### src/rtl/sysx_slave_endpoint_if.sv
// sysX v1 bus signals between the master controller and one slave endpoint.
// Member names keep the endpoint's view: i* driven by the master, o* by the slave.
interface sysx_slave_endpoint_if;
    logic       iBusClock;
    logic [1:0] iBusSelect;
    logic [7:0] iBusMOSI;
    logic [7:0] oBusMISO;
    logic       oBusMISOEnable;
    logic       oBusInterrupt;

    modport master (
        output iBusClock, iBusSelect, iBusMOSI,
        input  oBusMISO, oBusMISOEnable, oBusInterrupt
    );

    modport slave (
        input  iBusClock, iBusSelect, iBusMOSI,
        output oBusMISO, oBusMISOEnable, oBusInterrupt
    );
endinterface

### src/rtl/sysx_slave_endpoint.sv
// sysX v1 slave endpoint: oversamples the master's byte-lane bus in iClkA and
// moves 32-bit words through RX/TX FIFOs with a valid/ready local interface.
module sysx_slave_endpoint #(
    parameter logic [1:0] SELECT_ID = 2'h0,
    parameter int         RX_DEPTH  = 4,
    parameter int         TX_DEPTH  = 4,
    parameter bit         IRQ_ON_RX = 1'b1
) (
    input  logic                  iClkA,
    input  logic                  iReset,
    sysx_slave_endpoint_if.slave  bus,
    output logic [31:0]           oRxData,
    output logic                  oRxValid,
    input  logic                  iRxReady,
    input  logic [31:0]           iTxData,
    input  logic                  iTxValid,
    output logic                  oTxReady,
    input  logic                  iIrqRequest,
    input  logic                  iClearStatus,
    output logic                  oRxOverflow,
    output logic                  oTxUnderrun,
    output logic                  oFrameError
);
    localparam int RX_AW = $clog2(RX_DEPTH);
    localparam int TX_AW = $clog2(TX_DEPTH);
    localparam logic [RX_AW:0] RX_ONE = 1;
    localparam logic [TX_AW:0] TX_ONE = 1;

    typedef enum logic [2:0] {
        PH_LOAD  = 3'd0,
        PH_LOLO  = 3'd1,
        PH_LO    = 3'd2,
        PH_HI    = 3'd3,
        PH_HIHI  = 3'd4,
        PH_STORE = 3'd5
    } phase_t;

    logic       busClk_p0, busClk_p1, busClkPrev;
    logic [1:0] busSel_p0, busSel_p1;
    logic [7:0] busMosi_p0, busMosi_p1;
    logic [1:0] syncFill;
    logic       armed, activePrev;
    logic       selected, active, riseStb, fallStb, selStart, selEnd;
    phase_t     phase, phaseNext;
    logic       midWord, capture, commit, txLoad, abortFrame;

    logic [31:0]    rxMem [RX_DEPTH];
    logic [RX_AW:0] rxWr, rxRd;
    logic           rxFull, rxEmpty, rxPush, rxPop;
    logic [31:0]    rxWord;

    logic [31:0]    txMem [TX_DEPTH];
    logic [TX_AW:0] txWr, txRd;
    logic           txFull, txEmpty, txPush, txPop;
    logic [31:0]    txWord;

    // Stage p0/p1: two-flop synchronisers; syncFill marks when p1 holds live pin samples.
    always_ff @(posedge iClkA) begin
        if (iReset) begin
            busClk_p0  <= 1'b1;
            busClk_p1  <= 1'b1;
            busClkPrev <= 1'b1;
            busSel_p0  <= 2'b11;
            busSel_p1  <= 2'b11;
            busMosi_p0 <= 8'h00;
            busMosi_p1 <= 8'h00;
            syncFill   <= 2'b00;
            armed      <= 1'b0;
            activePrev <= 1'b0;
        end else begin
            busClk_p0  <= bus.iBusClock;
            busClk_p1  <= busClk_p0;
            busClkPrev <= busClk_p1;
            busSel_p0  <= bus.iBusSelect;
            busSel_p1  <= busSel_p0;
            busMosi_p0 <= bus.iBusMOSI;
            busMosi_p1 <= busMosi_p0;
            syncFill   <= {syncFill[0], 1'b1};
            // A frame already running when reset lifted stays ignored until the bus idles.
            if (syncFill[1] && busSel_p1 == 2'b11) armed <= 1'b1;
            activePrev <= active;
        end
    end

    assign selected = (busSel_p1 == SELECT_ID);
    assign active   = armed && selected;
    assign riseStb  = busClk_p1 && !busClkPrev;
    assign fallStb  = !busClk_p1 && busClkPrev;
    assign selStart = active && !activePrev;
    assign selEnd   = !active && activePrev;

    assign midWord    = (phase == PH_LOLO) || (phase == PH_LO) || (phase == PH_HI) || (phase == PH_HIHI);
    assign capture    = active && !selStart && fallStb && midWord;
    assign commit     = active && !selStart && riseStb && (phase == PH_HIHI);
    assign txLoad     = selStart || (active && riseStb && (phase == PH_STORE));
    assign abortFrame = selEnd && midWord;

    always_ff @(posedge iClkA) begin
        if (iReset) phase <= PH_LOAD;
        else        phase <= phaseNext;
    end

    always_comb begin
        phaseNext = phase;
        if (selStart || selEnd) begin
            phaseNext = PH_LOAD;
        end else if (active && riseStb) begin
            phaseNext = (phase == PH_STORE) ? PH_LOAD : phase_t'(phase + 3'd1);
        end
    end

    // Stage p2: byte lanes into the RX word, TX word onto MISO.
    always_ff @(posedge iClkA) begin
        if (iReset) begin
            rxWord       <= 32'h0;
            txWord       <= 32'h0;
            bus.oBusMISO <= 8'hFF;
        end else begin
            if (capture) begin
                case (phase)
                    PH_LOLO: rxWord[7:0]   <= busMosi_p1;
                    PH_LO:   rxWord[15:8]  <= busMosi_p1;
                    PH_HI:   rxWord[23:16] <= busMosi_p1;
                    PH_HIHI: rxWord[31:24] <= busMosi_p1;
                    default: ;
                endcase
            end
            if (txLoad) txWord <= txEmpty ? 32'hFFFF_FFFF : txMem[txRd[TX_AW-1:0]];
            if (!active || selStart) begin
                bus.oBusMISO <= 8'hFF;
            end else if (riseStb) begin
                case (phaseNext)
                    PH_LOLO: bus.oBusMISO <= txWord[7:0];
                    PH_LO:   bus.oBusMISO <= txWord[15:8];
                    PH_HI:   bus.oBusMISO <= txWord[23:16];
                    PH_HIHI: bus.oBusMISO <= txWord[31:24];
                    default: bus.oBusMISO <= 8'hFF;
                endcase
            end
        end
    end

    assign bus.oBusMISOEnable = active;

    // Full is judged before any same-cycle pop, so a simultaneous pop cannot rescue a commit.
    assign rxEmpty = (rxWr == rxRd);
    assign rxFull  = (rxWr[RX_AW] != rxRd[RX_AW]) && (rxWr[RX_AW-1:0] == rxRd[RX_AW-1:0]);
    assign rxPush  = commit && !rxFull;
    assign rxPop   = !rxEmpty && iRxReady;
    assign oRxValid = !rxEmpty;
    assign oRxData  = rxMem[rxRd[RX_AW-1:0]];

    assign txEmpty = (txWr == txRd);
    assign txFull  = (txWr[TX_AW] != txRd[TX_AW]) && (txWr[TX_AW-1:0] == txRd[TX_AW-1:0]);
    assign txPush  = iTxValid && !txFull;
    assign txPop   = txLoad && !txEmpty;
    assign oTxReady = !txFull;

    always_ff @(posedge iClkA) begin
        if (rxPush) rxMem[rxWr[RX_AW-1:0]] <= rxWord;
        if (txPush) txMem[txWr[TX_AW-1:0]] <= iTxData;
    end

    always_ff @(posedge iClkA) begin
        if (iReset) begin
            rxWr              <= '0;
            rxRd              <= '0;
            txWr              <= '0;
            txRd              <= '0;
            oRxOverflow       <= 1'b0;
            oTxUnderrun       <= 1'b0;
            oFrameError       <= 1'b0;
            bus.oBusInterrupt <= 1'b0;
        end else begin
            if (rxPush) rxWr <= rxWr + RX_ONE;
            if (rxPop)  rxRd <= rxRd + RX_ONE;
            if (txPush) txWr <= txWr + TX_ONE;
            if (txPop)  txRd <= txRd + TX_ONE;
            oRxOverflow       <= (commit && rxFull) || (oRxOverflow && !iClearStatus);
            oTxUnderrun       <= (txLoad && txEmpty) || (oTxUnderrun && !iClearStatus);
            oFrameError       <= abortFrame || (oFrameError && !iClearStatus);
            bus.oBusInterrupt <= iIrqRequest || (IRQ_ON_RX && oRxValid);
        end
    end
endmodule

### src/flat_wrapper.sv
// flat-port wrapper written by rule: the top's interface ports become plain ports
module sysx_slave_endpoint_flat 
#(
    parameter logic [1:0] SELECT_ID = 2'h0,
    parameter int         RX_DEPTH  = 4,
    parameter int         TX_DEPTH  = 4,
    parameter bit         IRQ_ON_RX = 1'b1
)
  (iClkA, iReset, oRxData, oRxValid, iRxReady, iTxData, iTxValid, oTxReady, iIrqRequest, iClearStatus, oRxOverflow, oTxUnderrun, oFrameError, bus_iBusClock, bus_iBusSelect, bus_iBusMOSI, bus_oBusMISO, bus_oBusMISOEnable, bus_oBusInterrupt);
  sysx_slave_endpoint_if bus_i ();
  input  logic iClkA;
  input  logic iReset;
  output logic [31:0] oRxData;
  output logic oRxValid;
  input  logic iRxReady;
  input  logic [31:0] iTxData;
  input  logic iTxValid;
  output logic oTxReady;
  input  logic iIrqRequest;
  input  logic iClearStatus;
  output logic oRxOverflow;
  output logic oTxUnderrun;
  output logic oFrameError;
  input wire logic [$bits(bus_i.iBusClock)-1:0] bus_iBusClock;
  input wire logic [$bits(bus_i.iBusSelect)-1:0] bus_iBusSelect;
  input wire logic [$bits(bus_i.iBusMOSI)-1:0] bus_iBusMOSI;
  output wire logic [$bits(bus_i.oBusMISO)-1:0] bus_oBusMISO;
  output wire logic [$bits(bus_i.oBusMISOEnable)-1:0] bus_oBusMISOEnable;
  output wire logic [$bits(bus_i.oBusInterrupt)-1:0] bus_oBusInterrupt;
  assign bus_i.iBusClock = bus_iBusClock;
  assign bus_i.iBusSelect = bus_iBusSelect;
  assign bus_i.iBusMOSI = bus_iBusMOSI;
  assign bus_oBusMISO = bus_i.oBusMISO;
  assign bus_oBusMISOEnable = bus_i.oBusMISOEnable;
  assign bus_oBusInterrupt = bus_i.oBusInterrupt;
  sysx_slave_endpoint #(.SELECT_ID(SELECT_ID), .RX_DEPTH(RX_DEPTH), .TX_DEPTH(TX_DEPTH), .IRQ_ON_RX(IRQ_ON_RX)) u_core (.iClkA(iClkA), .iReset(iReset), .bus(bus_i), .oRxData(oRxData), .oRxValid(oRxValid), .iRxReady(iRxReady), .iTxData(iTxData), .iTxValid(iTxValid), .oTxReady(oTxReady), .iIrqRequest(iIrqRequest), .iClearStatus(iClearStatus), .oRxOverflow(oRxOverflow), .oTxUnderrun(oTxUnderrun), .oFrameError(oFrameError));
endmodule
### config.mk
export PLATFORM = sky130hd
export DESIGN_NAME = sysx_slave_endpoint_flat
export DESIGN_NICKNAME = d
export VERILOG_FILES = /design/src/rtl/sysx_slave_endpoint_if.sv /design/src/rtl/sysx_slave_endpoint.sv /design/src/flat_wrapper.sv
export SDC_FILE = /design/constraint.sdc
export NUM_CORES = 1
export LEC_CHECK = 0
export CORE_MARGIN = 1
export CORE_UTILIZATION = 53
export CTS_CLUSTER_SIZE = 12
export DETAILED_ROUTE_END_ITERATION = 8
export GPL_ROUTABILITY_DRIVEN = 1
export GPL_TIMING_DRIVEN = 0
export PLACE_DENSITY = 0.83
export SYNTH_ARGS = -nofsm -noshare
export SYNTH_HDL_FRONTEND = slang
export SYNTH_SLANG_ARGS = --single-unit
### constraint.sdc
create_clock -name iClkA -period 2.95 [get_ports iClkA]
set_clock_uncertainty 0.2 [all_clocks]
set_input_delay 0.59 -clock iClkA [delete_from_list [all_inputs] [get_ports iClkA]]
set_output_delay 0.59 -clock iClkA [all_outputs]
set_load 0.02 [all_outputs]
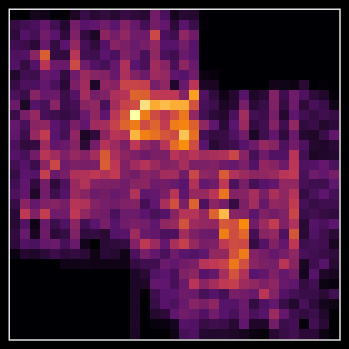
run_1/wire_density.png
Drawn at 2 px/µm. 33 x 33 tiles, from black (low) to pale yellow (high), scaled to the fullest tile. Values are wire area over tile area, all layers added.
- mean over tiles: 0.16
- nearly empty tiles: 19%
- tiles over half the peak: 8.0%
- emptiest ninth of the die: bottom left

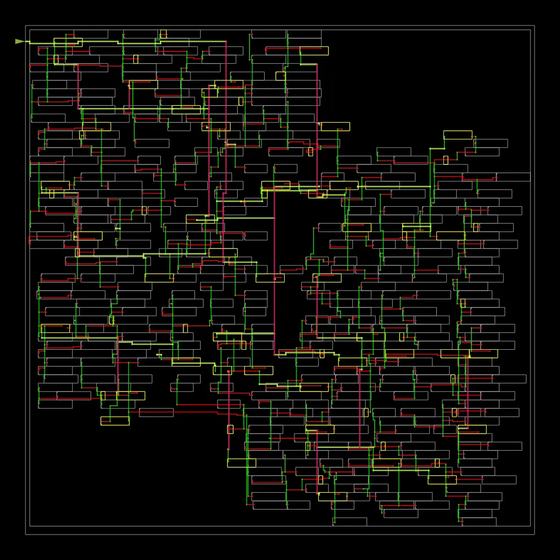
run_1/final_clocks.png
number of buffers created by CTS: 39
insertion delay of the later-clocked pin in the worst-skew pair: 530 ps
Sink Count: 378
clock buffer count: 62

==> run_summary.xml, run 1 <==
<?xml version="1.0" encoding="UTF-8"?>
<metrics>
  <group name="final_layout">
    <metric name="lay_top_count" unit="">sky130_fd_sc_hd__edfxtp_1</metric>
    <metric name="drive_above_1_share" unit="%">15.18</metric>
    <metric name="finish.net_count" unit="">1061</metric>
    <metric name="post_layout_nonfiller_instances" unit="">1363</metric>
    <metric name="post-route-cell-area" unit="µm²">16560</metric>
  </group>
  <group name="yosys">
    <metric name="synth.cell_area" unit="µm²">14020</metric>
    <metric name="synth_chip_area" unit="µm²">14020</metric>
    <metric name="post_synth_num_cell_types" unit="">47</metric>
    <metric name="synthesis.instances" unit="">863</metric>
    <metric name="yosys.stat.seqShare" unit="%">72.27</metric>
    <metric name="synth-edff-count" unit="">256</metric>
    <metric name="yosysWarnings" unit="">0</metric>
    <metric name="synth_nets" unit="">926</metric>
    <metric name="syn_area_per_cell" unit="µm²">16.24</metric>
  </group>
  <group name="grt">
    <metric name="grt_start_max_net_pins" unit="">34</metric>
    <metric name="grt_util_met3" unit="%">3.717</metric>
    <metric name="initial_antenna_violation_count" unit="">0</metric>
    <metric name="grt_pass1_wl" unit="mm">42.42</metric>
  </group>
  <group name="floorplanning">
    <metric name="die_x" unit="µm">164.6</metric>
    <metric name="boundary_pins" unit="">96</metric>
    <metric name="placement_rows" unit="">59</metric>
    <metric name="initial_utilization" unit="%">53.94</metric>
  </group>
  <group name="route">
    <metric name="dr.pass1.iters" unit="">5</metric>
    <metric name="routed_vias_inst" unit="">5.640</metric>
  </group>
  <group name="placed_design">
    <metric name="port-buffer-count" unit="">95</metric>
    <metric name="placed_cells_incl_taps" unit="">1293</metric>
    <metric name="pre_cts_ws" unit="ps">-427.8</metric>
    <metric name="gp_congestion" unit="">0.9080</metric>
    <metric name="post_dp_cell_area" unit="µm²">15400</metric>
  </group>
  <group name="final_timing">
    <metric name="fmaxAchievable" unit="GHz">0.3483</metric>
    <metric name="timing_hold_violations_final" unit="">0</metric>
    <metric name="worst_slack" unit="ps">78.70</metric>
    <metric name="fin_tns_setup" unit="ps">0</metric>
  </group>
  <group name="setup_path">
    <metric name="crit_path_start_kind" unit="">flip-flop</metric>
    <metric name="path_cells" unit="">buf_6 &gt; mux4_2 &gt; dlygate4sd2_1</metric>
    <metric name="cp_max_fo" unit="">10</metric>
    <metric name="critical-path-slowest-cell" unit="">sky130_fd_sc_hd__mux4_2</metric>
    <metric name="arrival" unit="ps">2080</metric>
  </group>
  <group name="clock_tree">
    <metric name="clk_root_buf" unit="">sky130_fd_sc_hd__clkbuf_16</metric>
    <metric name="cts_tree" unit="">done</metric>
  </group>
  <group name="worst_hold_path">
    <metric name="min_path_type" unit="">flip-flop to flip-flop</metric>
  </group>
  <group name="run">
    <metric name="max-cap-violations" unit="">0</metric>
    <metric name="openroad.warnings" unit="">34</metric>
  </group>
  <group name="power">
    <metric name="ir_drop" unit="mV">0.5390</metric>
    <metric name="power.density_cell_area" unit="nW/µm²">634.3</metric>
  </group>
  <group name="status">
    <metric name="status" unit="">complete, no violations</metric>
  </group>
</metrics>
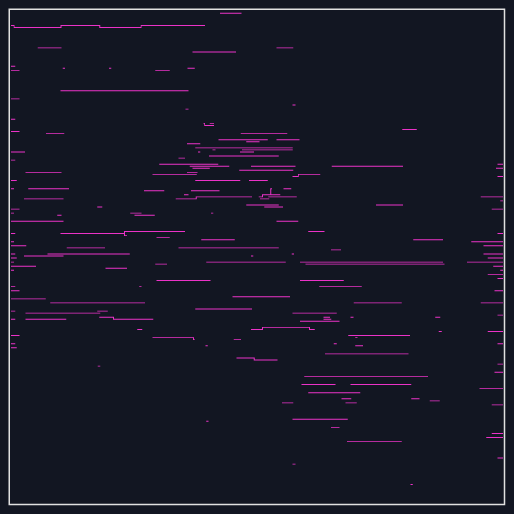
run_1/met3.png
Drawn at 3 px/µm.
- share of all routed wire: 5.6%
- longest straight run: 47.4 µm
- main direction: horizontal

-- run 1: worst max-delay path, delay by kind of cell, from the launching register on --
family / cells / cell delay (ps)
buffers and inverters: 2 / 570
multiplexers: 1 / 550
flip-flops: 1 / 440
-- run 1: repair_timing --
action,4_1_cts,5_1_grt
buffers inserted,1,0
setup endpoints to repair,179,8
resized,60,4
pin swaps,1,0
-- run 1: per-layer routing --
metal	part of all wire (%)	vias up
met5	0	-
met4	2.6	0
met3	5.6	57
met2	50	263
met1	41	3827
li1	-	3541
-- run 1: logic make-up (layout without fill, tap and decap cells) --
family	Yosys count	count (layout)	synth area share [%]
AND-OR/OR-AND	53	53	2.643
adder cells (fa/ha/maj)	14	14	1.250
buffers and inverters	60	225	1.714
AND/OR/NAND/NOR	244	244	8.338
flip-flops	378	378	72.27
multiplexers	98	98	12.78
XOR/XNOR	16	16	0.9998
-- run 1: worst paths after layout --
path | start | endpoint | cells after the start
setup reg to reg | u_core.busSel_p1[1] | u_core.bus.oBusMISO[6] | 9
hold / removal | u_core.busSel_p0[1] | u_core.busSel_p1[1] | 1
hold reg to reg | u_core.busSel_p0[1] | u_core.busSel_p1[1] | 1
setup / recovery | flip-flop | oRxData[19] | 3
-- run 1: report_power, final --
group,switching [mW],internal (mW)
Sequential,0.0367,5.74
Clock,1.92,2.51
Combinational,0.177,0.129
Total,2.13,8.38
-- run 1: flip-flops by register name, indices dropped and copies added (netlist names), 2 cells and up, named ones only --
register and count:
u_core.bus.oBusMISO 8, u_core.busMosi_p0 8, u_core.busMosi_p1 8, u_core.busSel_p0 2, u_core.busSel_p1 2, u_core.phase 3
u_core.rxMem 128, u_core.rxRd 3, u_core.rxWord 32, u_core.rxWr 3, u_core.syncFill 2, u_core.txMem 128
u_core.txRd 3, u_core.txWord 32, u_core.txWr 3
-- run 1: cell usage after synthesis (all sizes together) (4+ instances only) --
library cell | instances | area (µm²)
dfxtp | 122 | 2442
and3 | 5 | 31.28
xor2 | 4 | 35.03
nor2 | 88 | 330.3
inv | 13 | 48.80
or2 | 8 | 50.05
ha | 14 | 175.2
mux2 | 8 | 90.09
nand3 | 7 | 35.03
nor3 | 66 | 330.3
a22oi | 5 | 37.54
nand2 | 27 | 101.4
mux2i | 26 | 260.3
and2 | 8 | 50.05
nor2b | 21 | 131.4
a221oi | 4 | 60.06
edfxtp | 256 | 7687
a21oi | 27 | 135.1
buf | 7 | 41.29
clkbuf | 40 | 150.1
mux4 | 64 | 1441
nand3b | 4 | 30.03
xnor2 | 12 | 105.1
-- run 1: per-stage QoR --
stage	hold WS, ps	utilization [%]
CTS	195.3	63.68
floorplan	189.5	-
finish	203.1	63.73
detailed placement	199.8	59.25
global placement	192.2	59.23
global route	210.8	63.73
-- run 1: final cells by class --
| class | count | area [µm²] |
|---|---|---|
| clock buffers | 62 | 1072 |
| fillers | 1818 | 9425 |
| well taps | 335 | 419.2 |
| inverters | 13 | 48.80 |
| plain buffers | 45 | 214.0 |
| flip-flops and latches | 378 | 10130 |
| multi-input cells | 425 | 3687 |
| repair buffers | 96 | 919.6 |
| clock inverters | 9 | 67.56 |
## Run 2: what changed since run 1
Settings changed: CORE_ASPECT_RATIO from default to 1.5.
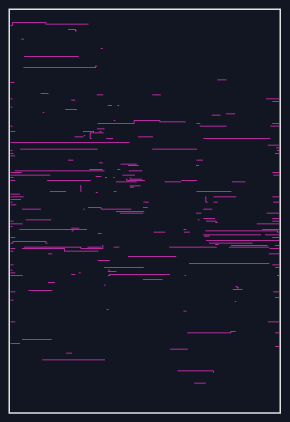
run_2/met3.png
Drawn at 2 px/µm.
- main direction: horizontal
- wire length on this layer: 1510 µm

==> run_summary.xml, run 2 <==
<?xml version="1.0" encoding="UTF-8"?>
<metrics>
  <group name="final_timing">
    <metric name="worst_slack" unit="ps">-121.8</metric>
    <metric name="number_of_failing_setup_endpoints_in_the_final_timing_report" unit="">64</metric>
  </group>
  <group name="yosys">
    <metric name="syn_area_per_cell" unit="µm²">16.24</metric>
    <metric name="post_synth_num_cell_types" unit="">47</metric>
    <metric name="synth_top_cell_by_count" unit="">sky130_fd_sc_hd__edfxtp_1</metric>
    <metric name="common_cells" unit="">256 x sky130_fd_sc_hd__edfxtp_1, 122 x sky130_fd_sc_hd__dfxtp_1, 88 x sky130_fd_sc_hd__nor2_1</metric>
    <metric name="yosys.stat.seqShare" unit="%">72.27</metric>
    <metric name="synthesis.instances" unit="">863</metric>
  </group>
  <group name="setup_path">
    <metric name="crit_path_start_kind" unit="">flip-flop</metric>
    <metric name="worstSetupEndpoint" unit="">u_core.rxMem[2][11]</metric>
    <metric name="cp_max_fo" unit="">32</metric>
  </group>
  <group name="placed_design">
    <metric name="port-buffer-count" unit="">95</metric>
    <metric name="gp_congestion" unit="">0.8536</metric>
  </group>
  <group name="worst_hold_path">
    <metric name="min_path_type" unit="">flip-flop to flip-flop</metric>
  </group>
  <group name="route">
    <metric name="routed_vias_inst" unit="">5.633</metric>
  </group>
  <group name="power">
    <metric name="internal-power" unit="mW">8.266</metric>
    <metric name="ir_drop" unit="mV">0.5055</metric>
    <metric name="power.density_cell_area" unit="nW/µm²">625.0</metric>
  </group>
  <group name="floorplanning">
    <metric name="boundary_pins" unit="">96</metric>
    <metric name="die_x" unit="µm">134.8</metric>
  </group>
  <group name="grt">
    <metric name="initial_antenna_violation_count" unit="">0</metric>
    <metric name="grt_start_max_net_pins" unit="">34</metric>
  </group>
  <group name="status">
    <metric name="status" unit="">finished with violations</metric>
    <metric name="failed_checks" unit="">negative setup slack</metric>
  </group>
</metrics>
run 2: netlist changes by cell type in the layout (fill, tap and decap cells not counted), moves of 3 or more:
cell / change
sky130_fd_sc_hd__clkbuf_1: +3
sky130_fd_sc_hd__clkbuf_4: +3
sky130_fd_sc_hd__clkinv_1: -3
sky130_fd_sc_hd__clkinv_2: -3
run 2: per-stage QoR:
stage | utilization, % | instances | total power, mW | cell area (µm²) | TNS (ps)
2_1_floorplan | - | 863 | 6.029 | 14020 | 0
3_3_place_gp | 59.52 | 1291 | 6.181 | 15390 | -92490
3_5_place_dp | 59.54 | 1291 | 6.194 | 15390 | -23690
4_1_cts | 63.69 | 1357 | 10.36 | 16470 | -8933
5_1_grt | 63.71 | 1356 | 10.58 | 16470 | -15870
6_report | 63.71 | 1356 | 10.30 | 16470 | -6935
run 2: area by class of cell:
type	count	area [µm²]	share of cell area, %
buffer	44	219.0	1.329
clock buffer	65	1045	6.343
clock inverter	2	17.52	0.1063
inverter	13	48.80	0.2962
multi-input combinational	425	3672	22.29
sequential	378	10130	61.52
tap	333	416.7	2.529
timing repair buffer	96	919.6	5.583
run 2: logic make-up after synthesis:
group | Yosys count | synth area share [%]
mux | 98 | 12.78
compound gates | 53 | 2.643
xor+xnor | 16 | 0.9998
simple gates | 244 | 8.338
fa+ha+maj | 14 | 1.250
buf+inv | 60 | 1.714
flops | 378 | 72.27
run 2: power by group through the flow:
stage / clock network (mW) / logic [mW] / registers (mW)
CTS: 4.28 / 0.307 / 5.77
global route: 4.47 / 0.329 / 5.78
detailed placement: 0 / 0.306 / 5.89
floorplan: 0 / 0.155 / 5.87
finish: 4.22 / 0.303 / 5.77
global placement: 0 / 0.298 / 5.88
run 2: timing repair:
action,4_1_cts,5_1_grt
endpoints found under the setup margin,183,113
gates resized,60,3
pin swaps,1,0
buffers inserted,1,0
run 2: worst min-delay path by stage:
stage                                    from             endpoint
after floorplan              u_core.busClk_p0     u_core.busClk_p1
after CTS                 u_core.busSel_p0[1]  u_core.busSel_p1[1]
after detailed placement     u_core.busClk_p0     u_core.busClk_p1
after global placement       u_core.busClk_p0     u_core.busClk_p1
after global routing         u_core.busClk_p0     u_core.busClk_p1
final                     u_core.busSel_p0[1]  u_core.busSel_p1[1]
run 2: layer usage:
layer	wire (µm)	vias up	share of wire [%]	track usage [%]
met5	0	-	0	0
met4	998	0	3.7	8.788
met3	1507	68	5.5	3.376
met2	14810	264	54	37.85
met1	10000	3776	37	24.51
li1	-	3530	-	-
run 2: critical path, stage by stage (launching register included):
cell and delay, ps:
sky130_fd_sc_hd__dfxtp_1 310, sky130_fd_sc_hd__or3b_1 390, sky130_fd_sc_hd__buf_6 150, sky130_fd_sc_hd__inv_1 220, sky130_fd_sc_hd__ha_1 280, sky130_fd_sc_hd__and3_1 290
sky130_fd_sc_hd__and3_2 840
## Run 3: what changed since run 2
Settings changed: CORE_MARGIN 1 to default, CTS_CLUSTER_DIAMETER from default to 100.
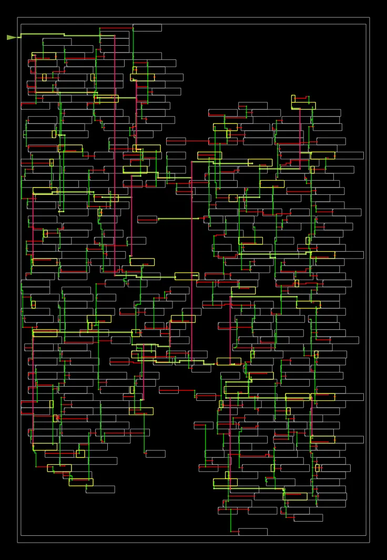
run_3/final_clocks.png
clock group power: 4.17 mW
flop count: 378
insertion delay of the later-clocked pin in the worst-skew pair: 520 ps
number of buffers created by CTS: 37

==> run_summary.xml, run 3 <==
<?xml version="1.0" encoding="UTF-8"?>
<metrics>
  <group name="floorplanning">
    <metric name="die_x" unit="µm">134.8</metric>
    <metric name="boundary_pins" unit="">96</metric>
  </group>
  <group name="power">
    <metric name="ir_drop" unit="mV">0.5188</metric>
    <metric name="total_power" unit="mW">10.25</metric>
  </group>
  <group name="grt">
    <metric name="initial_antenna_violation_count" unit="">0</metric>
    <metric name="grt_start_max_net_pins" unit="">34</metric>
  </group>
  <group name="status">
    <metric name="status" unit="">complete, no violations</metric>
  </group>
  <group name="setup_path">
    <metric name="cp_slowest_stage_delay" unit="ps">560</metric>
    <metric name="crit_path_start_kind" unit="">flip-flop</metric>
    <metric name="timing.critical_path.max_delay_family" unit="">buffers and inverters</metric>
    <metric name="cp.required" unit="ps">2160</metric>
    <metric name="critical_path_buf_inv_count" unit="">1</metric>
    <metric name="path_cells" unit="">mux4_2 &gt; clkdlybuf4s50_1</metric>
    <metric name="critical-path-slowest-cell" unit="">sky130_fd_sc_hd__clkdlybuf4s50_1</metric>
    <metric name="cp_max_fo" unit="">5</metric>
  </group>
  <group name="route">
    <metric name="routed_vias_inst" unit="">5.700</metric>
  </group>
  <group name="clock_tree">
    <metric name="cts_sinks" unit="">378</metric>
    <metric name="clk_root_buf" unit="">sky130_fd_sc_hd__clkbuf_16</metric>
  </group>
  <group name="placed_design">
    <metric name="placed_cells_incl_taps" unit="">1291</metric>
    <metric name="gp_congestion" unit="">0.8536</metric>
    <metric name="port-buffer-count" unit="">95</metric>
  </group>
  <group name="worst_hold_path">
    <metric name="min-delay-start" unit="">u_core.busSel_p0[0]</metric>
    <metric name="min_path_type" unit="">flip-flop to flip-flop</metric>
  </group>
  <group name="yosys">
    <metric name="synth_top_cell_by_count" unit="">sky130_fd_sc_hd__edfxtp_1</metric>
    <metric name="largest_cells_by_area_after_synthesis" unit="">sky130_fd_sc_hd__edfxtp_1 55%, sky130_fd_sc_hd__dfxtp_1 17%, sky130_fd_sc_hd__mux4_2 10%</metric>
    <metric name="yosys.stat.seqShare" unit="%">72.27</metric>
    <metric name="syn_area_per_cell" unit="µm²">16.24</metric>
    <metric name="common_cells" unit="">256 x sky130_fd_sc_hd__edfxtp_1, 122 x sky130_fd_sc_hd__dfxtp_1, 88 x sky130_fd_sc_hd__nor2_1</metric>
    <metric name="synthesis.instances" unit="">863</metric>
    <metric name="post_synth_num_cell_types" unit="">47</metric>
    <metric name="synth_top_cell_by_area" unit="">sky130_fd_sc_hd__edfxtp_1</metric>
  </group>
  <group name="final_layout">
    <metric name="post_layout_nonfiller_instances" unit="">1355</metric>
    <metric name="finish.utilization" unit="%">63.75</metric>
  </group>
  <group name="final_timing">
    <metric name="timing.final.max_slew_violations" unit="">0</metric>
    <metric name="number_of_failing_setup_endpoints_in_the_final_timing_report" unit="">0</metric>
  </group>
  <group name="run">
    <metric name="max-cap-violations" unit="">0</metric>
  </group>
</metrics>
## run 3: cell counts after synthesis
No cell type changed its count.
## run 3: worst paths after layout
check	endpoint	slack [ps]	cells after the start
setup / recovery	oRxData[0]	120	2
hold / removal	u_core.busSel_p1[0]	210	1
setup reg to reg	u_core.txWord[4]	180	9
hold reg to reg	u_core.busSel_p1[0]	210	1
## run 3: stage by stage
stage	setup TNS (ps)	hold slack (ps)	area (µm²)	worst slack, ps
final	0	213.2	16480	123.0
after global routing	0	232.7	16480	10.83
after global placement	-92490	192.3	15390	-619.0
after floorplan	0	189.5	14020	242.4
after CTS	0	217.1	16460	23.75
after detailed placement	-23690	192.8	15390	-379.8
## run 3: cell families after synthesis
kind of cell	synth area share (%)
AND-OR/OR-AND	2.643
multiplexers	12.78
AND/OR/NAND/NOR	8.338
XOR/XNOR	0.9998
buffers and inverters	1.714
flip-flops	72.27
adder cells (fa/ha/maj)	1.250
## run 3: routing by layer
metal	global-route usage [%]	share of wire, %
met1	23.92	36
met2	37.94	54
met3	4.107	6.0
met4	9.751	4.0
met5	0	0
## run 3: cell type report
| class | instances | area, µm² | area share [%] |
|---|---|---|---|
| Sequential cell | 378 | 10130 | 61.48 |
| Multi-Input combinational cell | 425 | 3694 | 22.41 |
| Clock buffer | 62 | 1020 | 6.186 |
| Timing Repair Buffer | 96 | 919.6 | 5.579 |
| Buffer | 45 | 225.2 | 1.366 |
| Clock inverter | 3 | 26.28 | 0.1594 |
| Inverter | 13 | 48.80 | 0.2960 |
| Tap cell | 333 | 416.7 | 2.528 |
## run 3: power breakdown
| group | switching [mW] | total [mW] | internal [mW] |
|---|---|---|---|
| sequential | 0.0355 | 5.77 | 5.74 |
| clock | 1.82 | 4.17 | 2.36 |
| combinational | 0.174 | 0.303 | 0.129 |
| total | 2.02 | 10.2 | 8.22 |
## run 3: repair_timing
action,in CTS,in global routing
endpoints found under the hold margin,0,0
hold buffers,0,0
pin swaps,1,1
buffers inserted,1,0
gates resized,64,5
setup endpoints to repair,180,16
Power figures rest on the tool's default switching activity, not on a simulated workload.
